==> images/pdn.png <==
Scale bar: 50 um. Pins as bars on the die edge.
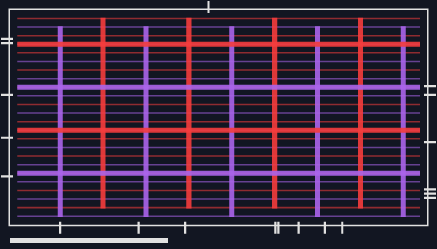
==> images/cell_classes.png <==
Fill, decap, tap and diode cells in grey.
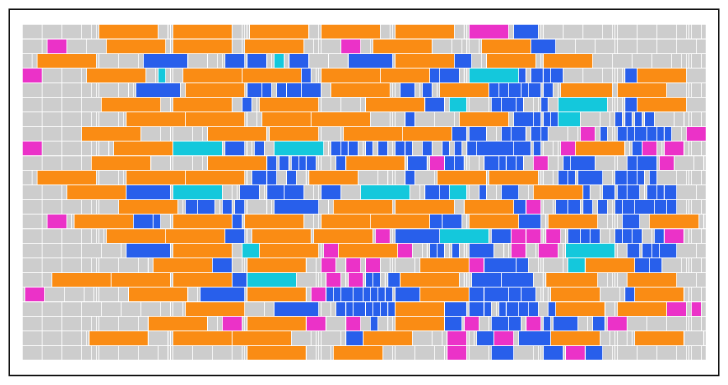
==> images/clock_map.png <==
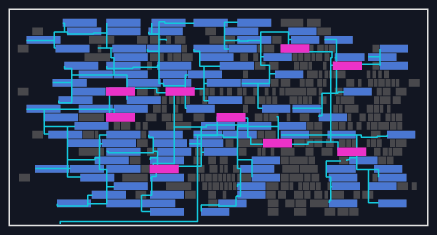
==> images/metal_stack.png <==
Scale bar: 50 um. Only two layers are drawn.
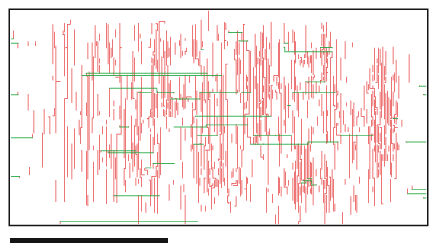
==> images/final_clocks.png <==
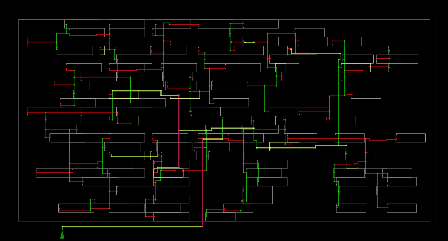
<file path="config.mk">
export PLATFORM = sky130hd
export DESIGN_NAME = uart_tx_fifo
export DESIGN_NICKNAME = d
export VERILOG_FILES = /design/src/rtl/uart_tx_fifo.sv
export SDC_FILE = /design/constraint.sdc
export NUM_CORES = 1
export LEC_CHECK = 0
export CORE_ASPECT_RATIO = 0.5
export CORE_MARGIN = 2
export CORE_UTILIZATION = 54
export DETAILED_ROUTE_END_ITERATION = 10
export PLACE_DENSITY = 0.72
export SYNTH_ARGS = -nofsm -noshare
export SYNTH_HDL_FRONTEND = slang
export SYNTH_SLANG_ARGS = --single-unit
</file>
<file path="constraint.sdc">
create_clock -name clk -period 2.2 [get_ports clk]
set_input_delay 0.44 -clock clk [delete_from_list [all_inputs] [get_ports clk]]
set_output_delay 0.44 -clock clk [all_outputs]
set_load 0.02 [all_outputs]
</file>
<file path="src/rtl/uart_tx_fifo.sv">
// uart_tx_fifo: FIFO-buffered UART transmitter, 8N1 LSB first.
// Define UART_TX_PARITY_EN to insert an even-parity bit (8E1).
module uart_tx_fifo #(
   parameter int CLK_FREQ   = 10_000_000,
   parameter int BAUD       = 9600,
   parameter int FIFO_DEPTH = 8
) (
   input  logic                        clk,
   input  logic                        rst_n,
   input  logic                        wr_en,
   input  logic [7:0]                  wr_data,
   output logic                        full,
   output logic                        empty,
   output logic [$clog2(FIFO_DEPTH):0] count,
   output logic                        overflow,
   output logic                        tx_busy,
   output logic                        tx
);

   localparam int DIVISOR = CLK_FREQ / BAUD;
   localparam int AW      = $clog2(FIFO_DEPTH);
   localparam int CW      = AW + 1;
   localparam int BW      = (DIVISOR > 2) ? $clog2(DIVISOR) : 1;
   localparam logic [BW-1:0] BAUD_LAST = BW'(DIVISOR - 1);

   if (DIVISOR < 2) begin : g_div_chk
      $error("uart_tx_fifo: CLK_FREQ/BAUD must be >= 2");
   end
   if (FIFO_DEPTH < 2 || (FIFO_DEPTH & (FIFO_DEPTH - 1)) != 0) begin : g_depth_chk
      $error("uart_tx_fifo: FIFO_DEPTH must be a power of two >= 2");
   end

`ifdef UART_TX_PARITY_EN
   typedef enum logic [2:0] {IDLE, START, DATA, PARITY, STOP} state_t;
`else
   typedef enum logic [1:0] {IDLE, START, DATA, STOP} state_t;
`endif

   state_t          state, state_d;
   logic [7:0]      mem [FIFO_DEPTH];
   logic [AW-1:0]   wr_ptr, rd_ptr;
   logic [CW-1:0]   count_d;
   logic [BW-1:0]   baud_cnt, baud_d;
   logic [2:0]      bit_idx, bit_d;
   logic [7:0]      shift, shift_d;
   logic            tx_d;
   logic            push, pop, bit_done;

   assign push     = wr_en && !full;
   assign pop      = (state == IDLE) && !empty;
   assign bit_done = (baud_cnt == BAUD_LAST);
   assign tx_busy  = (state != IDLE);

   always_comb begin
      count_d = count;
      unique case ({push, pop})
         2'b10:   count_d = count + 1'b1;
         2'b01:   count_d = count - 1'b1;
         default: count_d = count;
      endcase
   end

   // full/empty are registered from next occupancy so they settle at the push edge
   always_ff @(posedge clk or negedge rst_n) begin
      if (!rst_n) begin
         wr_ptr   <= '0;
         rd_ptr   <= '0;
         count    <= '0;
         full     <= 1'b0;
         empty    <= 1'b1;
         overflow <= 1'b0;
      end else begin
         if (push) wr_ptr <= wr_ptr + 1'b1;
         if (pop)  rd_ptr <= rd_ptr + 1'b1;
         count    <= count_d;
         full     <= (count_d == CW'(FIFO_DEPTH));
         empty    <= (count_d == '0);
         overflow <= wr_en && full;
      end
   end

   always_ff @(posedge clk) begin
      if (push) mem[wr_ptr] <= wr_data;
   end

`ifdef UART_TX_PARITY_EN
   logic par_q;

   always_ff @(posedge clk or negedge rst_n) begin
      if (!rst_n)   par_q <= 1'b0;
      else if (pop) par_q <= ^mem[rd_ptr];
   end
`endif

   always_comb begin
      state_d = state;
      baud_d  = baud_cnt;
      bit_d   = bit_idx;
      shift_d = shift;
      tx_d    = 1'b1;
      unique case (state)
         IDLE: begin
            if (!empty) begin
               state_d = START;
               baud_d  = '0;
               shift_d = mem[rd_ptr];
            end
         end
         START: begin
            baud_d = bit_done ? '0 : baud_cnt + 1'b1;
            if (bit_done) begin
               state_d = DATA;
               bit_d   = 3'd0;
            end
         end
         DATA: begin
            baud_d = bit_done ? '0 : baud_cnt + 1'b1;
            if (bit_done) begin
               shift_d = {1'b0, shift[7:1]};
               bit_d   = bit_idx + 3'd1;
`ifdef UART_TX_PARITY_EN
               if (bit_idx == 3'd7) state_d = PARITY;
`else
               if (bit_idx == 3'd7) state_d = STOP;
`endif
            end
         end
`ifdef UART_TX_PARITY_EN
         PARITY: begin
            baud_d = bit_done ? '0 : baud_cnt + 1'b1;
            if (bit_done) state_d = STOP;
         end
`endif
         STOP: begin
            baud_d = bit_done ? '0 : baud_cnt + 1'b1;
            if (bit_done) state_d = IDLE;
         end
         default: state_d = IDLE;
      endcase
      // line level follows the state being entered, so tx is a clean register
      unique case (state_d)
         START:   tx_d = 1'b0;
         DATA:    tx_d = shift_d[0];
`ifdef UART_TX_PARITY_EN
         PARITY:  tx_d = par_q;
`endif
         default: tx_d = 1'b1;
      endcase
   end

   always_ff @(posedge clk or negedge rst_n) begin
      if (!rst_n) begin
         state    <= IDLE;
         baud_cnt <= '0;
         bit_idx  <= '0;
         shift    <= '0;
         tx       <= 1'b1;
      end else begin
         state    <= state_d;
         baud_cnt <= baud_d;
         bit_idx  <= bit_d;
         shift    <= shift_d;
         tx       <= tx_d;
      end
   end

endmodule

</file>
==> flow_metrics.tcl <==
# place-and-route summary
set metrics [dict create \
    drcViolationCount 0 \
    yosys.area.top_type "sky130_fd_sc_hd__edfxtp_1" \
    timing.fmax_ghz 0.465 \
    multi_input_gate_share_of_the_layout_cell_area 0.286 \
    compound_gate_portion_of_the_synthesized_area 0.0765 \
    synth.yosys.warnings 0 \
    gp_congestion 0.774 \
    via_count_of_the_first_global_routing_pass 2662 \
    fin_cells 490 \
    top_cells_by_count "sky130_fd_sc_hd__edfxtp_1 (64), sky130_fd_sc_hd__dfrtp_1 (36), sky130_fd_sc_hd__nand2_1 (36)" \
    netlist.top_cell.by_instances "sky130_fd_sc_hd__edfxtp_1" \
    detailroute.via_count 2806 \
    power_leakage_nw 2.04 \
    seqAreaFraction 0.553 \
    placedInstanceArea_um2 4850 \
    synth_chip_area_um2 4420 \
    netlist_instances 334 \
    floorplan.die_area_um2 8960 \
    placedCellCount 472 \
    simple_gate_area_frac 0.125 \
    ys_top_logic_family "simple AND/OR/NAND/NOR gates" \
    regMostFlops "mem" \
    track_usage 0.200 \
    clk_root_buffer_cell "sky130_fd_sc_hd__clkbuf_16" \
    post-route-min-period_ns 2.15 \
    clock_power_mw 1.47 \
    regToRegSetupSlack_ns 0.05 \
    largestRegisters "mem (64), baud_cnt (11), shift (8)" \
    timing.rr.end "empty$_DFF_PN1_" \
    area_share_clock_buf_inv 0.0539 \
    seq_cell_count 102 \
    worstSetupStartpointType "register" \
    maxPowerGroup "registers" \
    grt_max_degree 39 \
    hold_buffers 0 \
    comb.multi_input.count 208 \
    core_region_area_um2 7970 \
    synth-seq-cells 102 \
    async_set_reset_flop_share_out_of_synthesis 0.373 \
    flop_area_um2 2880 \
    crit_chain "or3_4, inv_4, nand2_4, xnor2_2, ha_2, a21oi_2, or3_1, nand3b_1, xnor2_2, nor3b_2" \
    postRouteAntennaNets 0 \
    critPathTopFamily "simple AND/OR/NAND/NOR gates" \
    fp_util 0.554 \
    finalHoldWorstSlack_ns 0.202 \
    antenna_found_initial 0 \
    dp.final_hpwl_um 5460 \
    warnings 27 \
    comb_power_share 0.233 \
    floorplan.die.width_um 132 \
    critical_path.max_fanout 5 \
    synth.yosys.num_cells 334 \
    tap_cells 112 \
    synth-adder-area-share 0.0227 \
    slew_viol_final 0 \
    num-fill-cells 580 \
    max-cap-violations 0 \
    cp.arrival_ns 2.42 \
    worst_setup_hold_path_clk_slew_ns 0.07 \
    synthesis.area_per_instance_um2 13.2 \
    totalNegativeSetupSlack_ns 0 \
    cp_slowest_stage_delay_ns 0.40 \
    antenna_cells_inserted 0 \
    switching_power_mw 1.64 \
    post_synth_mux_share 0.0824 \
    post-place-ws_ns -0.255 \
    status "finished clean" \
    drt_iter0_markers 209 \
    power.share.switching 0.301 \
    clk-insertion-delay-late_ns 0.34 \
    io-pin-count 20 \
    worstSetupStartpoint "empty$_DFF_PN1_" \
    cp.depth 10 \
    numClockSinks 102 \
    finalHoldViolCount 0 \
    postRouteWirelength_um 8330 \
    post_cts_buffers 0 \
    timing.reg2reg.worst_path_depth 10 \
    post-route-cell-area_um2 5200 \
    globalRouteOverflowTotal 0 \
    ys_seq_frac 0.651 \
    die.size.y_um 68.0 \
    power_mw 5.46 \
    cts_tree "built" \
    netlist_area_um2 4420 \
    avgRoutedWirePerCell_um 17.0 \
    layout.nets 392 \
    largest_reg_flops 64 \
    area.growth.synth_to_final_pct 17.8 \
    grt_pass1_wl_um 13400 \
    finish.utilization 0.653 \
    setup_viol_count_final 0 \
    cp_common_cell "sky130_fd_sc_hd__xnor2_2" \
    detail_route.first_pass.iterations 5 \
    area_used_by_multi_input_combinational_logic_um2 1490 \
    synth_xor_xnor_area_share 0.0178 \
    edf_count 64 \
    fraction_of_layout_instances_using_a_drive_strength_above_1 0.175 \
    synth_cell_types 49 \
    cellPowerDensity_nw_per_um2 1050 \
    synth_nets 353 \
    power_combinational_mw 1.27 \
    relSlewSlack 0.426 \
    critPathRequiredTime_ns 2.46 \
    setup_slack_ns 0.0487 \
    fin_crit_sh 0.978 \
    worstSetupPathType "register to register" \
    clock_tree.buffer_depth 2 \
    max_slew.worst_pin.slew_ns 0.860 \
    layout.area.top_class "flip-flops and latches" \
    worstHoldPathType "input port to async pin" \
    p_clk_frac 0.269 \
    vdd.ir_drop.worst_uv 447 \
    total_internal_power_mw 3.82 \
]
## Picture notes: pdn.png
[red] VDD
[purple] VSS
met5 straps: 4
rows: 23
met4 straps: 9
met1 rails: 24
signal pins: 20

## Picture notes: cell_classes.png
[cyan] clock drivers and dummy loads | cells: 16 | share of their area: 5.5%
[blue] all other logic | cells: 216 | share of their area: 30%
[orange] flip-flops | cells: 102 | share of their area: 57%
[magenta] other buffers and delay cells | cells: 44 | share of their area: 7.6%

## Picture notes: clock_map.png
[blue] flip-flops | count: 102
[cyan] clock wires | length: 1,050 um
[magenta] cells driving clock nets | count: 9
flops lie: widely spread
routed clock nets: 10

## Picture notes: metal_stack.png
[red] met2 | wire length: 4,090 um
[green] met3 | wire length: 426 um

## Picture notes: final_clocks.png
setup skew after layout: 0.00708 ns
clock buffer count in the final layout: 9
total CTS buffers: 9

## layer usage
metal / track usage / vias to the layer above / part of all wire
met3: 0.0533 / 11 / 0.051
met1: 0.251 / 1390 / 0.44
li1: - / 1330 / -
met2: 0.342 / 75 / 0.49
met5: 0 / - / 0
met4: 0.0829 / 0 / 0.015
## layout by cell type, fill, tap and decap left out, drive strengths merged, types with 2 or more instances in the layout
cell           count
nor3               6
dfrtp             36
clkbuf             9
nor2b              6
nand4              3
inv               11
nand3b             2
nand3             25
clkdlybuf4s50     18
ha                 8
o211ai             7
clkinv             4
nor3b              4
mux4               9
dfstp              2
o21ai             14
and4b              2
nor2              16
a31oi             10
nand2b             3
or3                3
buf               26
a21oi             14
mux2i             15
edfxtp            64
xnor2              8
nand2             36
